**Run 1: gate-type map**

The bar under the picture is 20 um long.
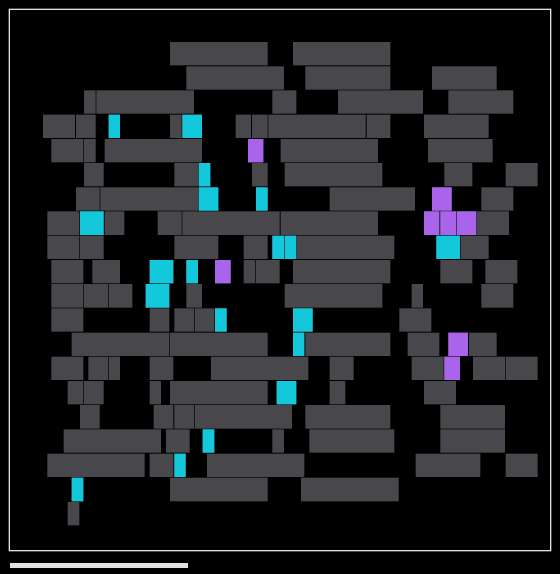
**Run 1: pin placement**

Pins as bars across the die edge, other pins in grey.
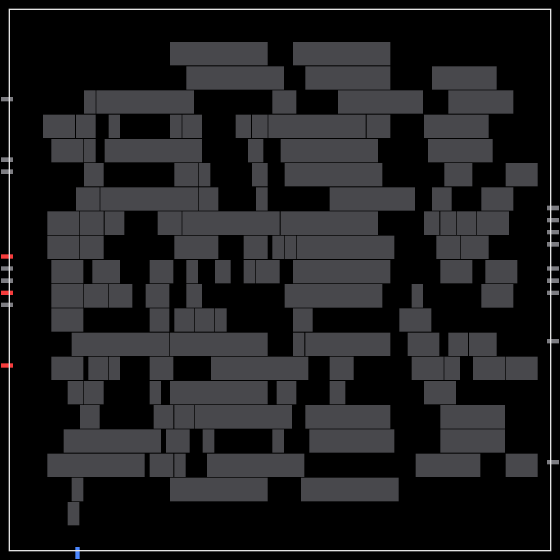
**Run 1: the clock network**

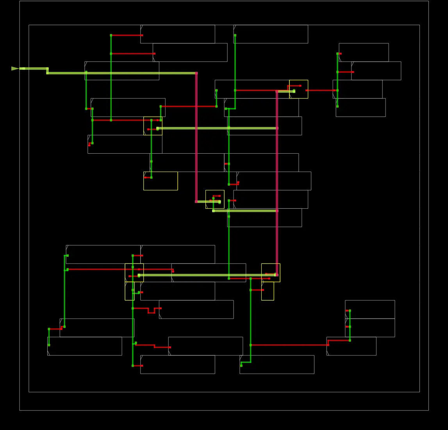
[src/rtl/prog_seq_counter.sv]
// Programmable-sequence counter: next count comes from a writable successor table.
// Optional self-loop detection on `stuck` when SEQ_STUCK_DETECT_EN is defined.
module prog_seq_counter #(
    parameter int unsigned WIDTH = 3,
    parameter int unsigned START = 0
) (
    input  logic             clk,
    input  logic             clear,
    input  logic             en,
    input  logic             load,
    input  logic [WIDTH-1:0] load_val,
    input  logic             wr_en,
    input  logic [WIDTH-1:0] wr_addr,
    input  logic [WIDTH-1:0] wr_data,
    output logic [WIDTH-1:0] count,
    output logic             wrap,
    output logic             stuck
);

    localparam int unsigned      DEPTH   = 2 ** WIDTH;
    localparam logic [WIDTH-1:0] START_V = WIDTH'(START);

    logic [WIDTH-1:0] seq_table [DEPTH];
    logic [WIDTH-1:0] next_val;

    // Pre-edge table contents, so a same-cycle write never affects the step.
    assign next_val = seq_table[count];

    always_ff @(posedge clk) begin
        if (clear) begin
            count <= START_V;
            wrap  <= 1'b0;
            for (int unsigned i = 0; i < DEPTH; i++) begin
                seq_table[i] <= WIDTH'(i + 1);
            end
        end else begin
            if (wr_en) begin
                seq_table[wr_addr] <= wr_data;
            end
            if (load) begin
                count <= load_val;
                wrap  <= 1'b0;
            end else if (en) begin
                count <= next_val;
                wrap  <= (next_val == START_V);
            end else begin
                wrap  <= 1'b0;
            end
        end
    end

`ifdef SEQ_STUCK_DETECT_EN
    always_ff @(posedge clk) begin
        if (clear || load) begin
            stuck <= 1'b0;
        end else if (en && (next_val == count)) begin
            stuck <= 1'b1;
        end
    end
`else
    assign stuck = 1'b0;
`endif

endmodule
[config.mk]
export PLATFORM = sky130hd
export DESIGN_NAME = prog_seq_counter
export DESIGN_NICKNAME = d
export VERILOG_FILES = /design/src/rtl/prog_seq_counter.sv
export SDC_FILE = /design/constraint.sdc
export NUM_CORES = 1
export LEC_CHECK = 0
export CORE_UTILIZATION = 41
export DETAILED_ROUTE_END_ITERATION = 16
export PLACE_DENSITY_LB_ADDON = 0.08
export SLEW_MARGIN = 15
export SYNTH_ARGS = -nofsm -noshare
export SYNTH_HDL_FRONTEND = slang
export SYNTH_SLANG_ARGS = --single-unit
[constraint.sdc]
create_clock -name clk -period 2.2 [get_ports clk]
set_input_delay 0.44 -clock clk [delete_from_list [all_inputs] [get_ports clk]]
set_output_delay 0.44 -clock clk [all_outputs]
set_load 0.005 [all_outputs]
==> results_slide.txt, run 1 <==
Physical Implementation Snapshot

Outcome
  – Status: complete, no violations

Finish
  – Final cell area excluding filler cells: around 0.0017 sq mm
  – Most frequent cells in the layout: edfxtp_1 (24), clkdlybuf4s50_1 (17), nand2_1 (11)
  – Dominant logic cell type in the layout: edfxtp_1
  – Diode count: 0

Detailed routing
  – First drt pass iteration count: 4
  – Post-DRT Antenna Nets: 0
  – Vias: between 900 and 1000
  – WL/cell: between 10 and 15 um

Clock network
  – Post-CTS Resized: 0
  – TritonCTS clock tree: yes
  – Total setup buffers inserted after CTS: 0

Power
  – Clock-net power: between 0.3 and 0.4 mW
  – Cell area power density: 676.6 mW/mm^2
  – Switching share of power: 22.41%
  – Maximum VDD drop: between 0.3 and 0.4 mV
  – Leakage: just under 0.6 nW

Logic synthesis
  – Cell type with the largest total area: edfxtp_1
  – Synth flops: 31
  – Most frequently used flop master after synthesis: edfxtp_1
  – Synth top area share: between 50% and 60%
  – Most numerous cell in the Yosys netlist: edfxtp_1
  – Ys async rst share: 0%
  – YS warnings: 0

Placed design
  – GP Congestion: between 0.7 and 0.8
  – Post-DP HPWL: roughly 1900 um

Timing
  – Crit path time final: approximately 1.8 ns

Global route
  – Vias in the first global route: ~900
  – Global-route wire length before repair: around 4000 um
  – Gr ovfl total: 0
  – Pin count of the biggest net entering global routing: 12

Critical path
  – Data arrival time of the critical path: about 1.8 ns
  – Worst setup SP type: input pin

Floorplan
  – Std cell rows: 20
  – Num ports: 19
  – Die area: 0.003681 sq mm

Worst hold path
  – Worst Hold Class: reg2reg
About 'gate-type map':
- NAND gates: cyan (cells 19)
- inverting AOI/OAI gates: purple (cells 8)

About 'pin placement':
- wr_addr: red (pins 3; direction input; edge west)
- stuck: blue (pins 1; direction output; edge south)
- all pins by edge: 9 west, 9 east, 1 south
port bufs: 17
die height: 60.67 um
Die X: 60.67 um

About 'the clock network':
clk latency late pin: 0.33 ns
TritonCTS Buffers: 5
Clock Sinks: 31
clock skew: 0.01065 ns
clock buffer count in the final layout: 7

[run 1: path summary, 6_finish.rpt]
kind,from,end,slack (ns),depth (start not counted)
max,wr_en,seq_table[0][0],0.44,4
min,register,register,0.69,2
max reg2reg,register,register,0.59,3
min reg2reg,register,register,0.69,2
[run 1: registers in the layout, indices dropped and copies added, names as in the netlist, named ones only]
register and cells:
count 3, wrap 1, seq_table 24
[run 1: metal layers]
layer	routed length [um]	share of wire (%)	GRT usage, %
met2	1305	51	29.67
met3	156	6.1	7.036
met1	1043	41	17.06
met5	0	0	0
met4	46	1.8	6.818
[run 1: kinds of logic after synthesis]
logic type / Yosys count / share of synthesized area, %
buffers and inverters: 9 / 3.280
multiplexers: 9 / 13.30
AND/OR/NAND/NOR: 46 / 19.06
other: 1 / 0.2657
flip-flops: 31 / 60.99
AND-OR/OR-AND: 8 / 3.103
[run 1: area by class of cell]
| cell class | count | area (sq um) |
|---|---|---|
| Multi-Input combinational cell | 64 | 504.2 |
| Fill cell | 303 | 1443 |
| Clock buffer | 7 | 55.05 |
| Clock inverter | 1 | 5.005 |
| Sequential cell | 31 | 860.8 |
| Timing Repair Buffer | 23 | 215.2 |
| Tap cell | 44 | 55.05 |
| Inverter | 4 | 15.01 |
[run 1: metrics by stage]
step / cells / setup WS, ns / hold WS, ns
3_5_place_dp: 166 / 0.1007 / 0.6887
4_1_cts: 174 / 0.4558 / 0.6995
2_1_floorplan: 104 / 0.5278 / 0.6006
3_3_place_gp: 166 / 0.1378 / 0.6717
5_1_grt: 174 / 0.3606 / 0.7682
6_report: 174 / 0.4431 / 0.6905
[run 1: critical path, stage by stage]
cell and delay (ns):
clkdlybuf4s50_1 0.49, or3b_2 0.51, nor3_1 0.19, or2_2 0.18
**Run 1: metal layers overlaid**

Two of the layers only.
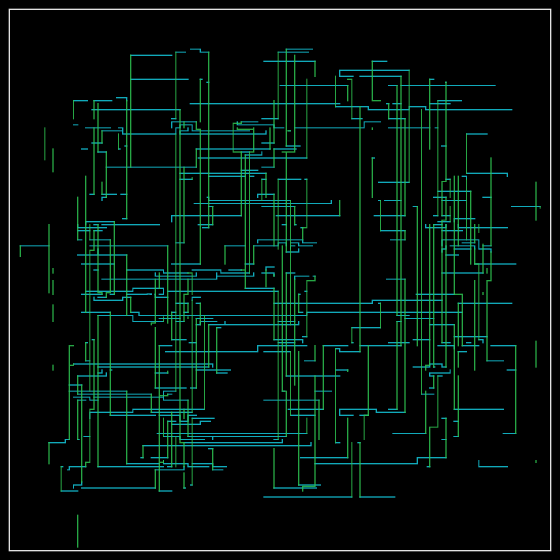

==> run 1 -> run 2 <==
clock period = 1.55 ns   (was 2.2 ns; I/O delays follow)
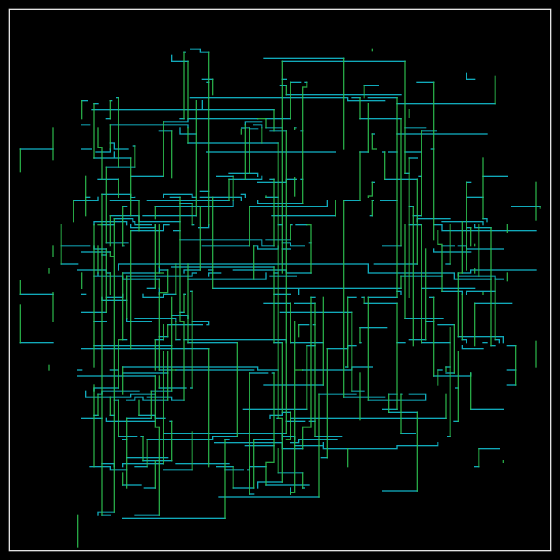
**Above:** run 2 (metal layers overlaid).
Two of the layers only.
- met1: cyan (wire length 1090 um)
- met2: green (wire length 1260 um)
Vias: 941
detailed-route wire length: 2579 um
overall global routing resource usage: 16.12%
WL/cell: 13.94 um

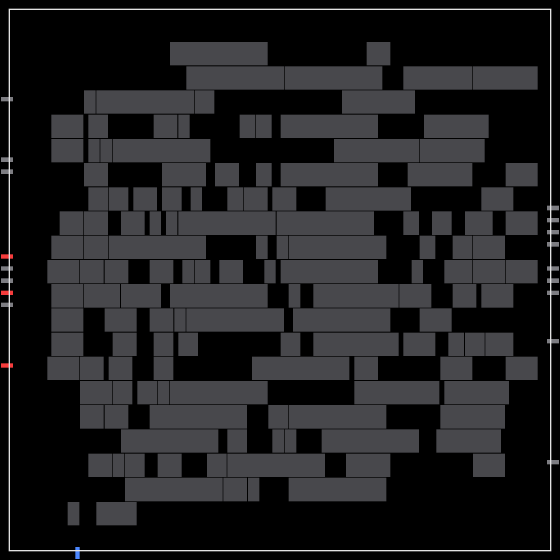
**Above:** run 2 (pin placement).
Pins as bars across the die edge, other pins in grey.
- stuck: blue (pins 1; direction output; edge south)
- wr_addr: red (pins 3; direction input; edge west)
- all pins by edge: 9 west, 9 east, 1 south

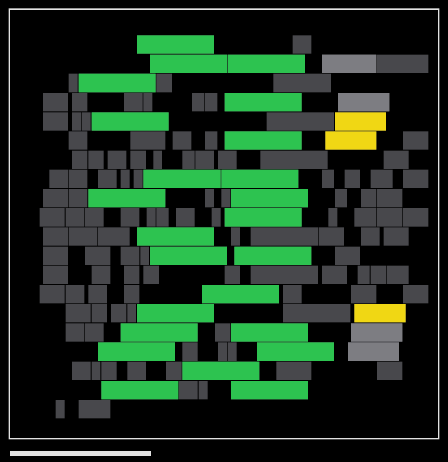
**Above:** run 2 (sequential cells grouped by signal name).
The bar under the picture is 20 um long. Other sequential cells in the stronger grey, the rest of the logic in the fainter grey.
- seq_table: green (flops 24)
- count: yellow (flops 3)
- not coloured: 4

==> results_slide.txt, run 2 <==
Physical Implementation Snapshot

Outcome
  – Status: complete, no violations (unchanged)

Placed design
  – Dpl cells: 177 (was 166)
  – Pre-CTS setup slack: -0.4059 ns (was 0.1007 ns)
  – Post-DP HPWL: 1932 um (was 1904 um)

Power
  – Cell area power density: 945.3 mW/mm^2 (was 676.6 mW/mm^2)
  – Leakage: 0.6535 nW (was 0.5908 nW)

Logic synthesis
  – YS warnings: 0 (unchanged)
  – Most frequently used flop master after synthesis: edfxtp_1 (unchanged)
  – Synth top area share: 51.06% (unchanged)

Finish
  – Filler cell count: 288 (was 303)
  – Most frequent cells in the layout: edfxtp_1 (24), clkdlybuf4s50_1 (17), buf_4 (16) (was edfxtp_1 (24), clkdlybuf4s50_1 (17), nand2_1 (11))
  – Max reg flops: 24 (unchanged)
  – Dominant logic cell type in the layout: edfxtp_1 (unchanged)

Critical path
  – Data arrival time of the critical path: 1.54 ns (was 1.81 ns)
  – Worst setup SP type: input pin (unchanged)
  – Critical path depth in cells: 6 (was 4)
  – Buf+Inv Stages, Crit Path: 3 (was 1)
  – CP dominant cell by count: buf_4
  – Worst reg2reg path depth: 4 (was 3)

Floorplan
  – Std cell rows: 20 (unchanged)
  – Die area: 0.003681 sq mm (unchanged)
  – Die height: 60.67 um (unchanged)

Timing
  – Crit path time final: ~1.5 ns

Detailed routing
  – Met3 wire length: 145 um (was 156 um)
  – First drt pass iteration count: 4 (unchanged)
  – Uppermost layer routed: met4 (unchanged)
  – Met2 wire length: 1260 um (was 1305 um)

Clock network
  – Clock Sinks: 31 (unchanged)
  – TritonCTS Buffers: 5 (unchanged)
  – Clk latency late pin: 0.34 ns (was 0.33 ns)
  – TritonCTS clock tree: yes (unchanged)
  – Total setup buffers inserted after CTS: 0 (unchanged)

Global route
  – GR Util met1: 18.12% (was 17.06%)
  – Pin count of the biggest net entering global routing: 10 (was 12)
  – Most crowded layer after global routing: met2 (unchanged)

Worst hold path
  – Worst Hold Class: in2reg (was reg2reg)
run 2: cell counts after synthesis:
No cell type changed its count.
run 2: metrics by stage:
| step | area [sq um] | hold slack (ns) | total power, mW | util [%] |
|---|---|---|---|---|
| floorplan | 1411 | 0.4706 | 1.095 | - |
| finish | 1834 | 0.6126 | 1.734 | 58.17 |
| detailed placement | 1745 | 0.6977 | 1.210 | 55.36 |
| global route | 1834 | 0.6332 | 1.795 | 58.17 |
| CTS | 1819 | 0.6076 | 1.745 | 57.70 |
| global placement | 1745 | 0.6694 | 1.208 | 55.36 |
run 2: logic make-up after synthesis:
group                  count (synthesis)  share of synthesized area (%)
AOI/OAI and AO/OA                      8                          3.103
buffers and inverters                  9                          3.280
and+or+nand+nor                       46                          19.06
DFF                                   31                          60.99
muxes                                  9                          13.30
other                                  1                         0.2657
run 2: worst paths after layout:
kind	end	start	slack [ns]
hold / removal	count[1]	load_val[1]	0.61
setup reg to reg	wrap	register	0.08
setup / recovery	seq_table[1][1]	wr_en	0.07
hold reg to reg	count[1]	register	0.70
run 2: report_power, final:
part | total (mW) | leakage, nW | internal, mW | switching (mW)
registers | 0.972 | 0.293 | 0.948 | 0.0240
logic | 0.222 | 0.322 | 0.132 | 0.0905
clock network | 0.539 | 0.0386 | 0.266 | 0.273
total | 1.73 | 0.654 | 1.35 | 0.387
run 2: worst reg2reg max path, cell delays in order, from the launching register on:
cell	delay, ns
dfxtp_2	0.35
buf_12	0.11
mux4_1	0.56
mux2i_1	0.19
and4b_1	0.22
run 2: cell type report:
class | count | area share [%]
Timing Repair Buffer | 34 | 16.92
Clock buffer | 8 | 3.752
Inverter | 4 | 0.8186
Sequential cell | 31 | 47.00
Tap cell | 44 | 3.001
Multi-Input combinational cell | 64 | 28.51
**Run 2: gate-type map**

The bar under the picture is 20 um long.
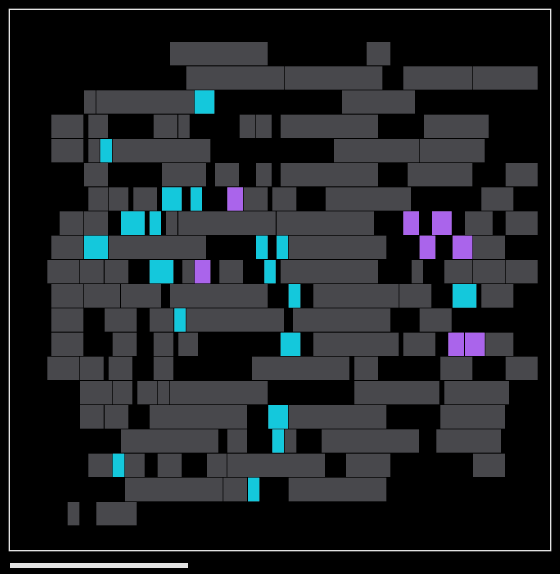

==> run 2 -> run 3 <==
CORE_MARGIN = 2   (was unset)
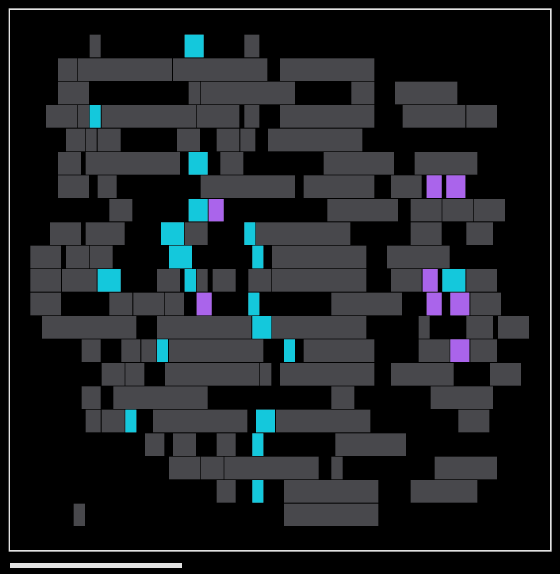
**Above:** run 3 (gate-type map).
The bar under the picture is 20 um long.
- inverting AOI/OAI gates: purple (cells 8)
- NAND gates: cyan (cells 19)

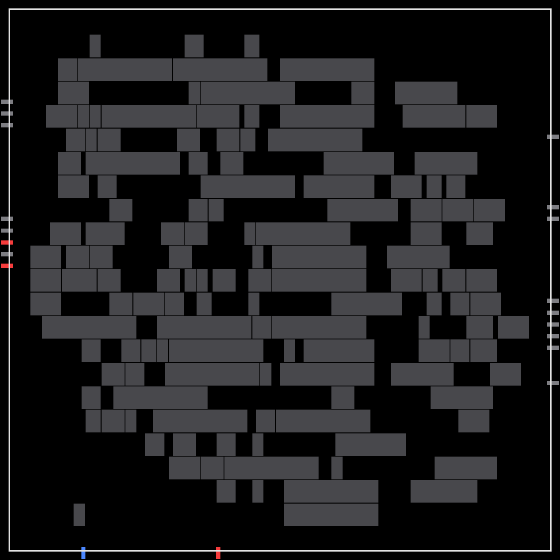
**Above:** run 3 (pin placement).
Pins as bars across the die edge, other pins in grey.
- wr_addr: red (pins 3; direction input; edge 2 west, 1 south)
- stuck: blue (pins 1; direction output; edge south)
Die X: 62.67 um
die height: 62.67 um

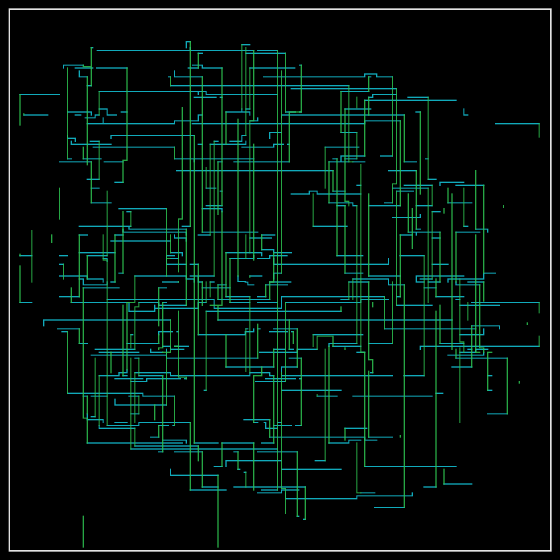
**Above:** run 3 (metal layers overlaid).
Two of the layers only.
- met2: green (wire length 1320 um)
- met1: cyan (wire length 1200 um)

==> results_slide.txt, run 3 <==
Physical Implementation Snapshot

Timing
  – Hold Slack: 0.6391 ns (was 0.6126 ns)
  – Final setup fails: 3 (was 0)
  – Final worst-path setup slack: -0.002247 ns (was 0.07247 ns)

Power
  – Register share of total power: 58.1% (was 56.1%)
  – Power Total: 1.682 mW (was 1.734 mW)
  – Switching share of power: 22.89% (was 22.34%)

Logic synthesis
  – Synth top area share: 51.06% (unchanged)
  – Most numerous cell in the Yosys netlist: edfxtp_1 (unchanged)
  – YS warnings: 0 (unchanged)
  – Cell type with the largest total area: edfxtp_1 (unchanged)
  – Synth flops: 31 (unchanged)

Finish
  – Top Registers: seq_table x24, count x3, wrap x1 (unchanged)
  – Top reg by flops: seq_table (unchanged)
  – Max reg flops: 24 (unchanged)
  – Most frequent cells in the layout: edfxtp_1 (24), clkdlybuf4s50_1 (17), buf_4 (12) (was edfxtp_1 (24), clkdlybuf4s50_1 (17), buf_4 (16))
  – Diode count: 0 (unchanged)

Detailed routing
  – First drt pass iteration count: 5 (was 4)

Placed design
  – Port bufs: 17 (unchanged)

Outcome
  – Status: finished with violations (was complete, no violations)
  – Failing checks: negative setup slack

Clock network
  – Clock Sinks: 31 (unchanged)

Critical path
  – Data arrival time of the critical path: 1.61 ns (was 1.54 ns)
  – Worst reg2reg path depth: 4 (unchanged)

Floorplan
  – Std cell rows: 21 (was 20)

Worst hold path
  – Worst Hold Class: in2reg (unchanged)
-- run 3: cell counts after synthesis --
Identical to the previous run, type by type.
-- run 3: cells by family after synthesis --
logic type	after synthesis	share of synthesized area, %
other cells	1	0.2657
mux	9	13.30
buf+inv	9	3.280
flops	31	60.99
simple gates	46	19.06
compound gates	8	3.103
-- run 3: what timing repair did --
action | 4_1_cts | 5_1_grt
endpoints found under the setup margin | 3 | 37
pin swaps | 0 | 2
resized | 1 | 11
gates cloned | 0 | 0
buffers inserted | 0 | 0
-- run 3: worst max-delay path: cells and delay by family --
kind	cells	cell delay (ns)
buffers and inverters	4	0.93
and+or+nand+nor	1	0.19
AOI/OAI and AO/OA	1	0.17
-- run 3: area by class of cell --
class / count / area, sq um
clock buffer: 7 / 55.05
clock inverter: 1 / 5.005
fill: 333 / 1539
inverter: 4 / 15.01
multi-input combinational: 64 / 496.7
sequential: 31 / 862.1
tap: 46 / 57.56
timing repair buffer: 30 / 280.3
-- run 3: metrics by stage --
| stage | setup WS, ns | utilization [%] |
|---|---|---|
| 2_1_floorplan | 0.007769 | - |
| 3_3_place_gp | -0.3602 | 51.89 |
| 3_5_place_dp | -0.3905 | 51.89 |
| 4_1_cts | 0.004147 | 53.85 |
| 5_1_grt | -0.06687 | 53.51 |
| 6_report | -0.002247 | 53.51 |
-- run 3: routing by layer --
metal | up-vias | GRT usage [%] | share of wire [%]
met5 | - | 0 | 0
met4 | 0 | 9.444 | 1.5
met3 | 6 | 4.324 | 6.2
met2 | 33 | 25.40 | 48
met1 | 442 | 16.91 | 44
li1 | 457 | - | -
Power figures rest on the tool's default switching activity, not on a simulated workload.
